File: config.mk
export PLATFORM = sky130hd
export DESIGN_NAME = qlab5_nios2_oci_trace_capture_flat
export DESIGN_NICKNAME = d
export VERILOG_FILES = /design/src/rtl/qlab5_nios2_oci_trace_capture_if.sv /design/src/rtl/qlab5_nios2_oci_trace_capture.sv /design/src/flat_wrapper.sv
export SDC_FILE = /design/constraint.sdc
export NUM_CORES = 1
export LEC_CHECK = 0
export ABC_AREA = 1
export ABC_CLOCK_PERIOD_IN_PS = 3100
export CAP_MARGIN = 15
export CORE_ASPECT_RATIO = 0.6
export CORE_MARGIN = 3
export CORE_UTILIZATION = 25
export DETAILED_ROUTE_END_ITERATION = 8
export PLACE_DENSITY = 0.5
export RECOVER_POWER = 25
export SYNTH_ARGS = -nofsm -noshare
export SYNTH_HDL_FRONTEND = slang
export SYNTH_SLANG_ARGS = --single-unit
export TNS_END_PERCENT = 100
File: constraint.sdc
create_clock -name clk -period 3.1 [get_ports clk]
set_input_delay 0.465 -clock clk [delete_from_list [all_inputs] [get_ports clk]]
set_output_delay 0.465 -clock clk [all_outputs]
set_load 0.05 [all_outputs]
File: src/rtl/qlab5_nios2_oci_trace_capture_if.sv
// Trace-capture bus: trace/test-end inputs, read port and status outputs.
// The master drives trace and control; the slave (capture block) returns data and status.
interface qlab5_nios2_oci_trace_capture_if #(
  parameter int DATA_W = 30,
  parameter int CNT_W  = 4,
  parameter int DEPTH  = 16,
  parameter int STAT_W = 16
);
  localparam int LVL_W = $clog2(DEPTH) + 1;

  logic                    arm;
  logic                    dct_valid;
  logic [DATA_W-1:0]       dct_buffer;
  logic [CNT_W-1:0]        dct_count;
  logic                    test_ending;
  logic                    test_has_ended;
  logic                    rd_req;
  logic [CNT_W+DATA_W-1:0] rd_data;
  logic                    rd_valid;
  logic [LVL_W-1:0]        fill_level;
  logic                    overflow;
  logic [STAT_W-1:0]       capture_cnt;
  logic [STAT_W-1:0]       drop_cnt;
  logic [1:0]              state;
  logic                    done;
  logic                    seq_err;

  modport master (
    output arm, dct_valid, dct_buffer, dct_count, test_ending, test_has_ended, rd_req,
    input  rd_data, rd_valid, fill_level, overflow, capture_cnt, drop_cnt, state, done, seq_err
  );
  modport slave (
    input  arm, dct_valid, dct_buffer, dct_count, test_ending, test_has_ended, rd_req,
    output rd_data, rd_valid, fill_level, overflow, capture_cnt, drop_cnt, state, done, seq_err
  );
endinterface

File: src/rtl/qlab5_nios2_oci_trace_capture.sv
// OCI debug-trace capture buffer with wrap/stop-on-full, drain FSM and statistics.
// Optional tag-sequence checker enabled by defining QLAB5_OCI_TRACE_SEQCHK_EN.
module qlab5_nios2_oci_trace_capture #(
  parameter int DATA_W = 30,
  parameter int CNT_W  = 4,
  parameter int DEPTH  = 16,
  parameter int WRAP   = 0,
  parameter int STAT_W = 16
) (
  input  logic clk,
  input  logic reset_n,
  qlab5_nios2_oci_trace_capture_if.slave bus
);
  localparam int AW    = $clog2(DEPTH);
  localparam int LVL_W = AW + 1;
  localparam int ENT_W = CNT_W + DATA_W;

  typedef enum logic [1:0] {S_IDLE = 2'd0, S_CAPTURE = 2'd1, S_DRAIN = 2'd2, S_DONE = 2'd3} state_t;

  state_t             state_q, state_d;
  logic [AW-1:0]      wptr_q, wptr_d, rptr_q, rptr_d;
  logic [LVL_W-1:0]   lvl_q, lvl_d;
  logic [ENT_W-1:0]   rd_data_q, rd_data_d;
  logic               rd_valid_q, rd_valid_d;
  logic               ovf_q, ovf_d, done_q, done_d;
  logic [STAT_W-1:0]  cap_q, cap_d, drop_q, drop_d;
  logic               pop, wr, full, drop, store;
  logic [ENT_W-1:0]   mem_q [DEPTH];

  always_comb begin
    state_d    = state_q;
    wptr_d     = wptr_q;
    rptr_d     = rptr_q;
    lvl_d      = lvl_q;
    rd_data_d  = rd_data_q;
    ovf_d      = ovf_q;
    cap_d      = cap_q;
    drop_d     = drop_q;

    pop   = bus.rd_req && (lvl_q != '0);
    wr    = (state_q == S_CAPTURE) && bus.dct_valid;
    full  = (lvl_q == LVL_W'(DEPTH));
    drop  = wr && full && !pop;
    // In stop-on-full mode a dropped entry is never stored; in wrap mode it replaces the oldest.
    store = wr && !(drop && (WRAP == 0));

    rd_valid_d = pop;
    if (pop) begin
      rptr_d    = rptr_q + 1'b1;
      rd_data_d = mem_q[rptr_q];
    end
    if (store) wptr_d = wptr_q + 1'b1;
    if (drop && (WRAP != 0)) rptr_d = rptr_q + 1'b1;

    if (store && !pop && !drop) lvl_d = lvl_q + 1'b1;
    else if (pop && !store)     lvl_d = lvl_q - 1'b1;

    if (wr && (cap_q != '1))   cap_d  = cap_q + 1'b1;
    if (drop && (drop_q != '1)) drop_d = drop_q + 1'b1;
    if (drop) ovf_d = 1'b1;

    case (state_q)
      S_IDLE:    if (bus.test_ending) state_d = S_DRAIN;
                 else if (bus.arm)    state_d = S_CAPTURE;
      S_CAPTURE: if (bus.test_ending) state_d = S_DRAIN;
      S_DRAIN:   if ((lvl_q == '0) && bus.test_has_ended) state_d = S_DONE;
      default:   state_d = S_DONE;
    endcase
    done_d = (state_d == S_DONE);
  end

  always_ff @(posedge clk or negedge reset_n) begin
    if (!reset_n) begin
      state_q    <= S_IDLE;
      wptr_q     <= '0;
      rptr_q     <= '0;
      lvl_q      <= '0;
      rd_data_q  <= '0;
      rd_valid_q <= 1'b0;
      ovf_q      <= 1'b0;
      done_q     <= 1'b0;
      cap_q      <= '0;
      drop_q     <= '0;
    end else begin
      state_q    <= state_d;
      wptr_q     <= wptr_d;
      rptr_q     <= rptr_d;
      lvl_q      <= lvl_d;
      rd_data_q  <= rd_data_d;
      rd_valid_q <= rd_valid_d;
      ovf_q      <= ovf_d;
      done_q     <= done_d;
      cap_q      <= cap_d;
      drop_q     <= drop_d;
    end
  end

  // Storage needs no reset; occupancy is tracked entirely by the pointers and level.
  always_ff @(posedge clk) begin
    if (store) mem_q[wptr_q] <= {bus.dct_count, bus.dct_buffer};
  end

`ifdef QLAB5_OCI_TRACE_SEQCHK_EN
  logic [CNT_W-1:0] exp_tag_q, exp_tag_d;
  logic             seen_q, seen_d, seq_err_q, seq_err_d;

  // Every accepted trace beat advances the expected tag, including ones dropped on full.
  always_comb begin
    exp_tag_d = exp_tag_q;
    seen_d    = seen_q;
    seq_err_d = seq_err_q;
    if (wr) begin
      if (seen_q && (bus.dct_count != exp_tag_q)) seq_err_d = 1'b1;
      exp_tag_d = bus.dct_count + 1'b1;
      seen_d    = 1'b1;
    end
  end

  always_ff @(posedge clk or negedge reset_n) begin
    if (!reset_n) begin
      exp_tag_q <= '0;
      seen_q    <= 1'b0;
      seq_err_q <= 1'b0;
    end else begin
      exp_tag_q <= exp_tag_d;
      seen_q    <= seen_d;
      seq_err_q <= seq_err_d;
    end
  end

  assign bus.seq_err = seq_err_q;
`else
  assign bus.seq_err = 1'b0;
`endif

  assign bus.rd_data     = rd_data_q;
  assign bus.rd_valid    = rd_valid_q;
  assign bus.fill_level  = lvl_q;
  assign bus.overflow    = ovf_q;
  assign bus.capture_cnt = cap_q;
  assign bus.drop_cnt    = drop_q;
  assign bus.state       = state_q;
  assign bus.done        = done_q;
endmodule

File: src/flat_wrapper.sv
// flat-port wrapper written by rule: the top's interface ports become plain ports
module qlab5_nios2_oci_trace_capture_flat 
#(
  parameter int DATA_W = 30,
  parameter int CNT_W  = 4,
  parameter int DEPTH  = 16,
  parameter int WRAP   = 0,
  parameter int STAT_W = 16
)
  (clk, reset_n, bus_arm, bus_dct_valid, bus_dct_buffer, bus_dct_count, bus_test_ending, bus_test_has_ended, bus_rd_req, bus_rd_data, bus_rd_valid, bus_fill_level, bus_overflow, bus_capture_cnt, bus_drop_cnt, bus_state, bus_done, bus_seq_err);
  qlab5_nios2_oci_trace_capture_if #(.DATA_W(DATA_W), .CNT_W(CNT_W), .DEPTH(DEPTH), .STAT_W(STAT_W)) bus_i ();
  input  logic clk;
  input  logic reset_n;
  input wire logic [$bits(bus_i.arm)-1:0] bus_arm;
  input wire logic [$bits(bus_i.dct_valid)-1:0] bus_dct_valid;
  input wire logic [$bits(bus_i.dct_buffer)-1:0] bus_dct_buffer;
  input wire logic [$bits(bus_i.dct_count)-1:0] bus_dct_count;
  input wire logic [$bits(bus_i.test_ending)-1:0] bus_test_ending;
  input wire logic [$bits(bus_i.test_has_ended)-1:0] bus_test_has_ended;
  input wire logic [$bits(bus_i.rd_req)-1:0] bus_rd_req;
  output wire logic [$bits(bus_i.rd_data)-1:0] bus_rd_data;
  output wire logic [$bits(bus_i.rd_valid)-1:0] bus_rd_valid;
  output wire logic [$bits(bus_i.fill_level)-1:0] bus_fill_level;
  output wire logic [$bits(bus_i.overflow)-1:0] bus_overflow;
  output wire logic [$bits(bus_i.capture_cnt)-1:0] bus_capture_cnt;
  output wire logic [$bits(bus_i.drop_cnt)-1:0] bus_drop_cnt;
  output wire logic [$bits(bus_i.state)-1:0] bus_state;
  output wire logic [$bits(bus_i.done)-1:0] bus_done;
  output wire logic [$bits(bus_i.seq_err)-1:0] bus_seq_err;
  assign bus_i.arm = bus_arm;
  assign bus_i.dct_valid = bus_dct_valid;
  assign bus_i.dct_buffer = bus_dct_buffer;
  assign bus_i.dct_count = bus_dct_count;
  assign bus_i.test_ending = bus_test_ending;
  assign bus_i.test_has_ended = bus_test_has_ended;
  assign bus_i.rd_req = bus_rd_req;
  assign bus_rd_data = bus_i.rd_data;
  assign bus_rd_valid = bus_i.rd_valid;
  assign bus_fill_level = bus_i.fill_level;
  assign bus_overflow = bus_i.overflow;
  assign bus_capture_cnt = bus_i.capture_cnt;
  assign bus_drop_cnt = bus_i.drop_cnt;
  assign bus_state = bus_i.state;
  assign bus_done = bus_i.done;
  assign bus_seq_err = bus_i.seq_err;
  qlab5_nios2_oci_trace_capture #(.DATA_W(DATA_W), .CNT_W(CNT_W), .DEPTH(DEPTH), .WRAP(WRAP), .STAT_W(STAT_W)) u_core (.clk(clk), .reset_n(reset_n), .bus(bus_i));
endmodule
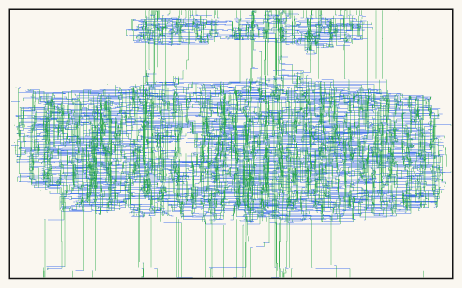
Fig. 1. Routed metal, one color a layer.
Two of the layers only.
Key: blue = M1 [wire length 38.2 mm]; green = M2 [wire length 31.9 mm]

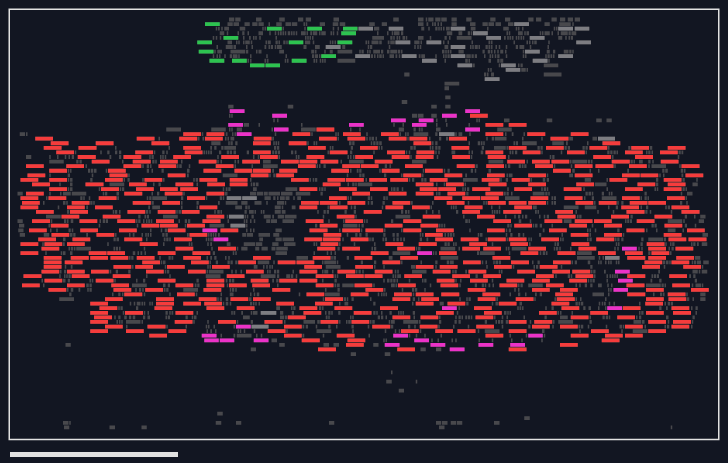
Fig. 2. Where the registers sit.
The bar under the picture is 100 um long. Other sequential cells in the stronger gray, the rest of the logic in the fainter gray.
Key: magenta = u_core.bus.rd_data [placed flops 34]; red = u_core.mem_q [placed flops 544]; green = u_core.bus.drop_cnt [placed flops 16]

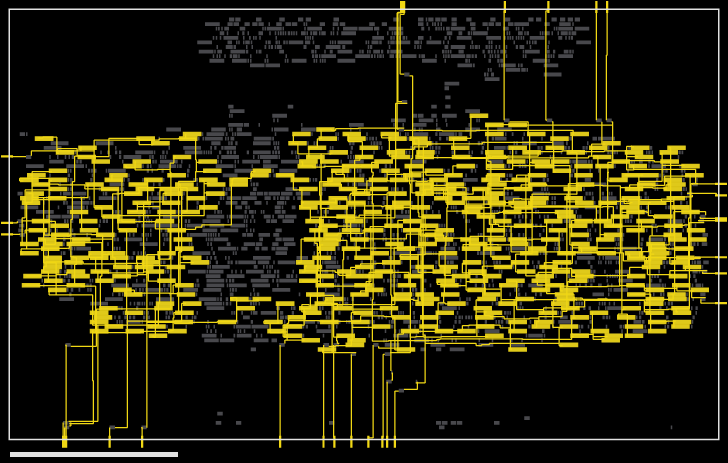
Fig. 3. Nets reached from selected ports.
The bar under the picture is 100 um long.
Key: yellow = bus_dct_buffer [bits 30, direction input, end cells 480, buffers 33, wire 12000 um]

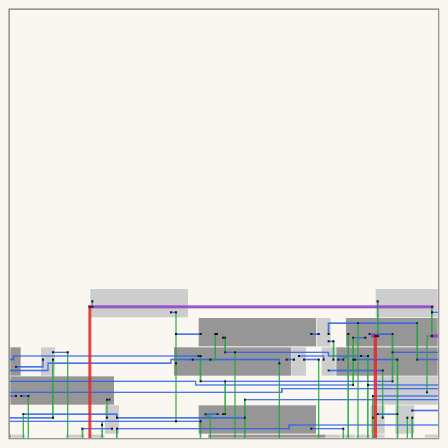
Fig. 4. Layout detail.
Region (85, 171) to (125, 211) um. Cells in gray, sequential cells in the stronger gray; small squares are vias.
Key: green = M2; purple = M3; blue = M1; red = M4
Most frequent: nand2_1 (6), edfxtp_1 (6), clkbuf_16 (2). Sequential cells in the window: 6. 16 logic cells have their middle in the window. Netlist names of flops here include u_core.mem_q (6).

==> flow_metrics.env <==
# flow metrics
export IMPL_worstHoldEndpoint="u_core.bus.rd_data[6]"
export IMPL_worst_slack_ps=631
export IMPL_final_nets=2479
export IMPL_crit_cells=8
export IMPL_wl_per_cell_um=20.1
export IMPL_max_cap_violations=1
export IMPL_fp_util_pct=25.4
export IMPL_status="finished with violations"
export IMPL_worstHoldPathType="reg2reg"
export IMPL_post_cts_repair_setup_buffers=0
export IMPL_failed_checks="max-capacitance violations, max-slew violations"
export IMPL_ys_ff=628
export IMPL_top_cell="nand2_1"
export IMPL_synthMuxAreaShare_pct=0
export IMPL_cp_max_fo=36
export IMPL_maxSlewViolCount=23
export IMPL_area_leaders="edfxtp_1 63%, nand2_1 14%, dfrtp_1 8.2%"
export IMPL_avgViaCountPerCell=4.49
export IMPL_ioPinCount=118
export IMPL_overflow=0
export IMPL_antenna_found_initial=1
export IMPL_clockBufferDepth=3
routing by layer:
metal  GRT usage [%]  wire, um
met3            2.71      5020
met2            20.0     31900
met4            2.90      1240
met1            22.0     38200
met5               0         0
repair_timing:
action | CTS | global route
endpoints found under the setup margin | 0 | 0
hold endpoints to repair | 22 | 0
hold buffers | 1 | 0
power breakdown:
| group | switching (uW) | internal [uW] |
|---|---|---|
| Clock | 3240 | 4020 |
| Combinational | 6640 | 2610 |
| Sequential | 416 | 9510 |
| Total | 10300 | 16100 |
final cells by class:
class / instances / share of cell area [%]
antenna: 1 / 0.00813
clock buffer: 76 / 5.16
clock inverter: 27 / 0.927
inverter: 45 / 0.585
multi-input combinational: 1511 / 21.6
sequential: 628 / 59.9
tap: 1334 / 5.42
timing repair buffer: 184 / 6.38
No activity file was given, so power comes from the tool's default toggle rates.
